## config.mk

```make
export PLATFORM = sky130hd
export DESIGN_NAME = rll_key_loader_flat
export DESIGN_NICKNAME = d
export VERILOG_FILES = /design/src/rtl/rll_key_loader_if.sv /design/src/rtl/rll_key_loader.sv /design/src/flat_wrapper.sv
export SDC_FILE = /design/constraint.sdc
export NUM_CORES = 1
export LEC_CHECK = 0
export CAP_MARGIN = 0
export CORE_MARGIN = 2
export CORE_UTILIZATION = 50
export DETAILED_ROUTE_END_ITERATION = 7
export GPL_TIMING_DRIVEN = 0
export PLACE_DENSITY = 0.84
export SLEW_MARGIN = 40
export SYNTH_ARGS = -nofsm -noshare
export SYNTH_HDL_FRONTEND = slang
export SYNTH_SLANG_ARGS = --single-unit
```

## constraint.sdc

```tcl
create_clock -name clk -period 1.9 [get_ports clk]
set_input_delay 0.19 -clock clk [delete_from_list [all_inputs] [get_ports clk]]
set_output_delay 0.19 -clock clk [all_outputs]
set_load 0.1 [all_outputs]
```

## src/rtl/rll_key_loader_if.sv

```systemverilog
// Serial key beat channel into the RLL key loader.
// One data/parity bit per accepted beat, s_last on the final beat.
interface rll_key_loader_if;
  logic s_valid;
  logic s_ready;
  logic s_data;
  logic s_last;

  modport master (
    output s_valid,
    output s_data,
    output s_last,
    input  s_ready
  );

  modport slave (
    input  s_valid,
    input  s_data,
    input  s_last,
    output s_ready
  );
endinterface

```

## src/rtl/rll_key_loader.sv

```systemverilog
// Serial key loader for a logic-locked netlist: parity check,
// fail counting with lockout, and zeroisation on clear.
module rll_key_loader #(
  parameter int KEY_W    = 16,
  parameter int MAX_FAIL = 3
) (
  input  logic             clk,
  input  logic             rst,
  rll_key_loader_if.slave  s,
  input  logic             clear,
  output logic [KEY_W-1:0] key_out,
  output logic             key_valid,
  output logic             err,
  output logic             lockout
);

  localparam int CW = $clog2(KEY_W + 1);
  localparam int FW = $clog2(MAX_FAIL + 1);
  localparam logic [CW-1:0] KW = CW'(KEY_W);
  localparam logic [FW-1:0] MF = FW'(MAX_FAIL);

  typedef enum logic [2:0] {
    IDLE, SHIFT, DRAIN, CHECK, HOLD, LOCKOUT
  } state_t;

  state_t state, state_nx;

  logic [KEY_W-1:0] shreg;
  logic [CW-1:0]    cnt;
  logic             par;
  logic             bad;
  logic [FW-1:0]    fails;
  logic [FW-1:0]    fails_inc;
  logic             accept;
  logic             pass;

  assign accept    = s.s_valid & s.s_ready;
  assign pass      = ~bad & ~par;
  assign fails_inc = (fails == MF) ? fails : fails + 1'b1;

  always_ff @(posedge clk) begin
    if (rst) state <= IDLE;
    else     state <= state_nx;
  end

  always_comb begin
    state_nx = state;
    unique case (state)
      IDLE, HOLD: begin
        if (clear)
          state_nx = IDLE;
        else if (s.s_valid)
          state_nx = s.s_last ? CHECK : SHIFT;
      end
      SHIFT: begin
        if (clear)
          state_nx = IDLE;
        else if (s.s_valid) begin
          if (s.s_last)
            state_nx = CHECK;
          else if (cnt == KW)
            state_nx = DRAIN;
        end
      end
      DRAIN: begin
        if (clear)
          state_nx = IDLE;
        else if (s.s_valid && s.s_last)
          state_nx = CHECK;
      end
      CHECK: begin
        if (pass)
          state_nx = HOLD;
        else if (fails_inc == MF)
          state_nx = LOCKOUT;
        else
          state_nx = IDLE;
      end
      LOCKOUT: state_nx = LOCKOUT;
      default: state_nx = IDLE;
    endcase
  end

  always_comb begin
    s.s_ready = 1'b0;
    lockout   = 1'b0;
    unique case (state)
      IDLE, SHIFT, DRAIN, HOLD: s.s_ready = ~clear;
      LOCKOUT:                  lockout   = 1'b1;
      default: ;
    endcase
  end

  always_ff @(posedge clk) begin
    if (rst) begin
      shreg     <= '0;
      cnt       <= '0;
      par       <= 1'b0;
      bad       <= 1'b0;
      fails     <= '0;
      key_out   <= '0;
      key_valid <= 1'b0;
      err       <= 1'b0;
    end else begin
      unique case (state)
        IDLE, HOLD: begin
          if (clear) begin
            key_out   <= '0;
            key_valid <= 1'b0;
          end else if (accept) begin
            key_out   <= '0;
            key_valid <= 1'b0;
            err       <= 1'b0;
            shreg     <= KEY_W'(s.s_data);
            cnt       <= CW'(1);
            par       <= s.s_data;
            bad       <= s.s_last;
          end
        end
        SHIFT: begin
          if (clear) begin
            cnt <= '0;
            par <= 1'b0;
          end else if (accept) begin
            par <= par ^ s.s_data;
            // the beat at index KEY_W is parity: it must carry s_last
            if (cnt == KW) begin
              bad <= ~s.s_last;
            end else begin
              for (int i = 0; i < KEY_W; i++)
                if (cnt == CW'(i)) shreg[i] <= s.s_data;
              cnt <= cnt + 1'b1;
              bad <= s.s_last;
            end
          end
        end
        DRAIN: begin
          if (clear) begin
            cnt <= '0;
            par <= 1'b0;
          end
        end
        CHECK: begin
          cnt <= '0;
          par <= 1'b0;
          if (pass) begin
            key_out   <= shreg;
            key_valid <= 1'b1;
            fails     <= '0;
          end else begin
            key_out   <= '0;
            key_valid <= 1'b0;
            err       <= 1'b1;
            fails     <= fails_inc;
          end
        end
        default: ;
      endcase
    end
  end

endmodule
```

## src/flat_wrapper.sv

```systemverilog
// flat-port wrapper written by rule: the top's interface ports become plain ports
module rll_key_loader_flat 
#(
  parameter int KEY_W    = 16,
  parameter int MAX_FAIL = 3
)
  (clk, rst, clear, key_out, key_valid, err, lockout, s_s_valid, s_s_data, s_s_last, s_s_ready);
  rll_key_loader_if s_i ();
  input  logic clk;
  input  logic rst;
  input  logic clear;
  output logic [KEY_W-1:0] key_out;
  output logic key_valid;
  output logic err;
  output logic lockout;
  input wire logic [$bits(s_i.s_valid)-1:0] s_s_valid;
  input wire logic [$bits(s_i.s_data)-1:0] s_s_data;
  input wire logic [$bits(s_i.s_last)-1:0] s_s_last;
  output wire logic [$bits(s_i.s_ready)-1:0] s_s_ready;
  assign s_i.s_valid = s_s_valid;
  assign s_i.s_data = s_s_data;
  assign s_i.s_last = s_s_last;
  assign s_s_ready = s_i.s_ready;
  rll_key_loader #(.KEY_W(KEY_W), .MAX_FAIL(MAX_FAIL)) u_core (.clk(clk), .rst(rst), .s(s_i), .clear(clear), .key_out(key_out), .key_valid(key_valid), .err(err), .lockout(lockout));
endmodule
```

### Routed metal, one color a layer

Bar = 20 um.
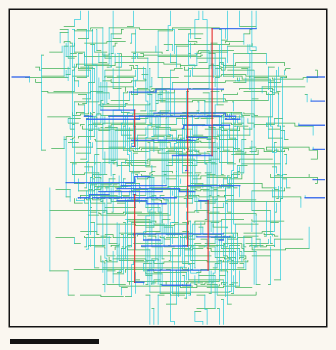
- met1: green (wire length 2420 um)
- met3: blue (wire length 346 um)
- met4: red (wire length 107 um)
- met2: cyan (wire length 2500 um)
per-cell routed wire length: 15.2 um
final wirelength: 5.37 mm
vias: 2141

### Where the registers sit

Bar = 20 um. Other sequential cells in the stronger gray, the rest of the logic in the fainter gray.
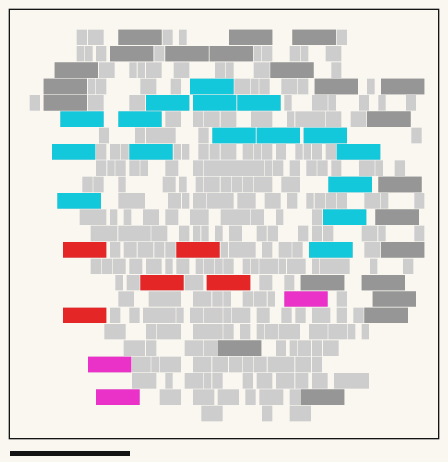
- u_core.state: magenta (flops 3)
- u_core.shreg: cyan (flops 16)
- u_core.cnt: red (flops 5)
- not colored: 22
FF/Latch Area: 921 sq um
flop share of the area: 0.356
fraction of the core area covered by cells at the end of the flow: 0.594
P_seq: 0.994 mW

### Routing congestion

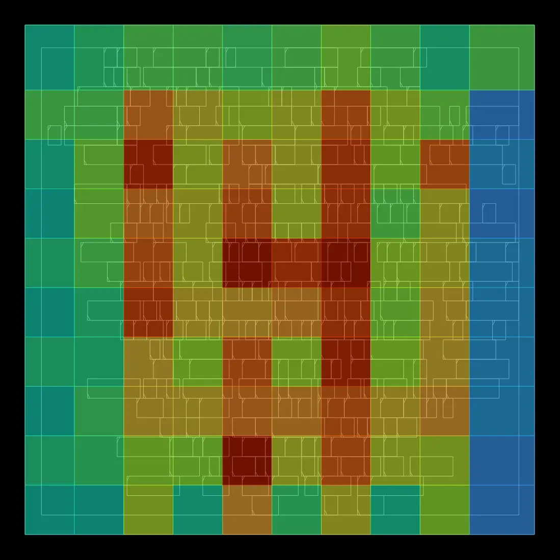
met2 Track Usage GR: 0.329
busiest layer in global routing: met2
met1 Usage GRT: 0.301
total track usage: 0.217

### Gate families picked out

Bar = 20 um.
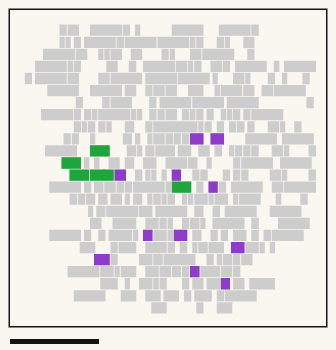
- adder and majority cells: green (cells 5)
- AND and OR gates: purple (cells 11)
top logic cell by instance count in the layout: sky130_fd_sc_hd__dfxtp_1
non-filler cells in the finished layout: 352

==> flow_results.xml <==
<?xml version="1.0" encoding="UTF-8"?>
<metrics>
  <group name="synthesis">
    <metric name="synth_adder_area_share" unit="">0.0277</metric>
    <metric name="synthMuxAreaShare" unit="">0.0133</metric>
    <metric name="number_of_flops_mapped_to_enable_cells_by_yosys" unit="">0</metric>
    <metric name="netlist_top_cells_area" unit="">sky130_fd_sc_hd__dfxtp_1 (41%), sky130_fd_sc_hd__a21oi_1 (8.2%), sky130_fd_sc_hd__a22oi_1 (5.3%)</metric>
    <metric name="ys_warnings" unit="">0</metric>
    <metric name="synthXorXnorAreaFrac" unit="">0.0116</metric>
    <metric name="ys_seq_frac" unit="">0.408</metric>
    <metric name="synth.distinct_cells" unit="">53</metric>
    <metric name="netlist_logic_family_top" unit="">AND-OR/OR-AND gates</metric>
    <metric name="synth_chip_area" unit="sq mm">0.00226</metric>
    <metric name="synth_area_per_cell" unit="sq um">8.39</metric>
    <metric name="top_cells_by_count" unit="">sky130_fd_sc_hd__dfxtp_1 (46), sky130_fd_sc_hd__a21oi_1 (37), sky130_fd_sc_hd__nor2_1 (26)</metric>
    <metric name="synthDominantAreaCellType" unit="">sky130_fd_sc_hd__dfxtp_1</metric>
  </group>
  <group name="timing">
    <metric name="timing.final.setup_violations" unit="">0</metric>
    <metric name="rsz_0062_raised_after_global_routing" unit="">no</metric>
    <metric name="hold_viol_final" unit="">0</metric>
    <metric name="setup-tns-final" unit="ns">0</metric>
    <metric name="tightest_slew" unit="ns">0.535</metric>
    <metric name="achievable-frequency" unit="MHz">545</metric>
    <metric name="layout_min_cycle_time" unit="ns">1.84</metric>
    <metric name="drv_slew" unit="">0</metric>
    <metric name="post-route-period-util" unit="">0.966</metric>
    <metric name="holdWs" unit="ns">0.260</metric>
    <metric name="finClkSkew" unit="ns">0.0134</metric>
  </group>
  <group name="setup_path">
    <metric name="setup_crit_end" unit="">lockout</metric>
    <metric name="worst_r2r_path_depth" unit="">6</metric>
    <metric name="worst_setup_path_start_kind" unit="">flop</metric>
    <metric name="r2r_start" unit="">u_core.state[1]</metric>
    <metric name="path_common_cell" unit="">sky130_fd_sc_hd__buf_2</metric>
    <metric name="reg2reg_slack" unit="ns">0.13</metric>
    <metric name="crit_buf_inv" unit="">2</metric>
    <metric name="startpoint" unit="">u_core.state[2]</metric>
    <metric name="critPathRequiredTime" unit="ns">1.71</metric>
    <metric name="critical_path_depth" unit="">3</metric>
    <metric name="criticalPathCategory" unit="">reg -&gt; out</metric>
    <metric name="critPathCaptureType" unit="">output pin</metric>
  </group>
  <group name="pwr">
    <metric name="power.internal" unit="mW">1.34</metric>
    <metric name="net-switching-power" unit="mW">0.533</metric>
    <metric name="power_frac_comb" unit="">0.154</metric>
    <metric name="cellPowerDensity" unit="mW/mm^2">723</metric>
    <metric name="ir_drop" unit="uV">331</metric>
    <metric name="leakagePower" unit="nW">0.998</metric>
    <metric name="p_total" unit="mW">1.87</metric>
    <metric name="netSwitchingFraction" unit="">0.285</metric>
  </group>
  <group name="placement">
    <metric name="place_hpwl" unit="mm">3.80</metric>
    <metric name="post-place-cells" unit="">345</metric>
    <metric name="number_of_i_o_port_buffers" unit="">24</metric>
    <metric name="placement.setup.worst_slack" unit="ns">-0.186</metric>
  </group>
  <group name="final_layout">
    <metric name="bufAreaShareNonClock" unit="">0.102</metric>
    <metric name="dominant-cell-class" unit="">logic gates</metric>
    <metric name="clockNetworkAreaShare" unit="">0.0334</metric>
    <metric name="antenna-diode-count" unit="">0</metric>
    <metric name="nNonClkBuffers" unit="">46</metric>
    <metric name="multiInputCombCellCount" unit="">189</metric>
    <metric name="n_all_inverters" unit="">11</metric>
    <metric name="design.seq.count" unit="">46</metric>
    <metric name="syn2layout_area_growth" unit="%">14.6</metric>
    <metric name="post-route-cell-area" unit="sq mm">0.00259</metric>
  </group>
  <group name="global_route">
    <metric name="wire_length_of_the_first_global_routing_pass" unit="mm">8.89</metric>
    <metric name="pin_count_of_the_biggest_net_entering_global_routing" unit="">15</metric>
    <metric name="grt-ovfl-total" unit="">0</metric>
    <metric name="number_of_global_route_vias_before_repair" unit="">1924</metric>
    <metric name="groute.layer.met3.usage" unit="">0.0456</metric>
  </group>
  <group name="floorplan">
    <metric name="rows" unit="">24</metric>
    <metric name="placeableCoreArea" unit="sq mm">0.00435</metric>
    <metric name="tapcell.inserted" unit="">52</metric>
    <metric name="top_level_ports" unit="">26</metric>
  </group>
  <group name="run_status">
    <metric name="run_status" unit="">complete, no violations</metric>
  </group>
  <group name="clocking">
    <metric name="cts_root_buf" unit="">sky130_fd_sc_hd__clkbuf_8</metric>
    <metric name="cts.repair.resized" unit="">2</metric>
    <metric name="number_of_buffers_added_by_the_clock_tree_synthesis_step" unit="">5</metric>
    <metric name="holdBufCountCts" unit="">0</metric>
    <metric name="clk_pin_slew_worst_paths" unit="ns">0.08</metric>
    <metric name="cts_tree" unit="">done</metric>
  </group>
  <group name="hold_path">
    <metric name="min_path_type" unit="">in -&gt; reg</metric>
    <metric name="hold_start" unit="">clear</metric>
  </group>
  <group name="flow_run">
    <metric name="cap_violations" unit="">0</metric>
  </group>
  <group name="routing">
    <metric name="detailedRoute.firstIterationViolations" unit="">217</metric>
    <metric name="routed-wl-met3" unit="um">345</metric>
    <metric name="dr_top_layer" unit="">met4</metric>
    <metric name="post_drt_via_cell_ratio" unit="">6.08</metric>
  </group>
</metrics>
No activity file was given, so power comes from the tool's default toggle rates.
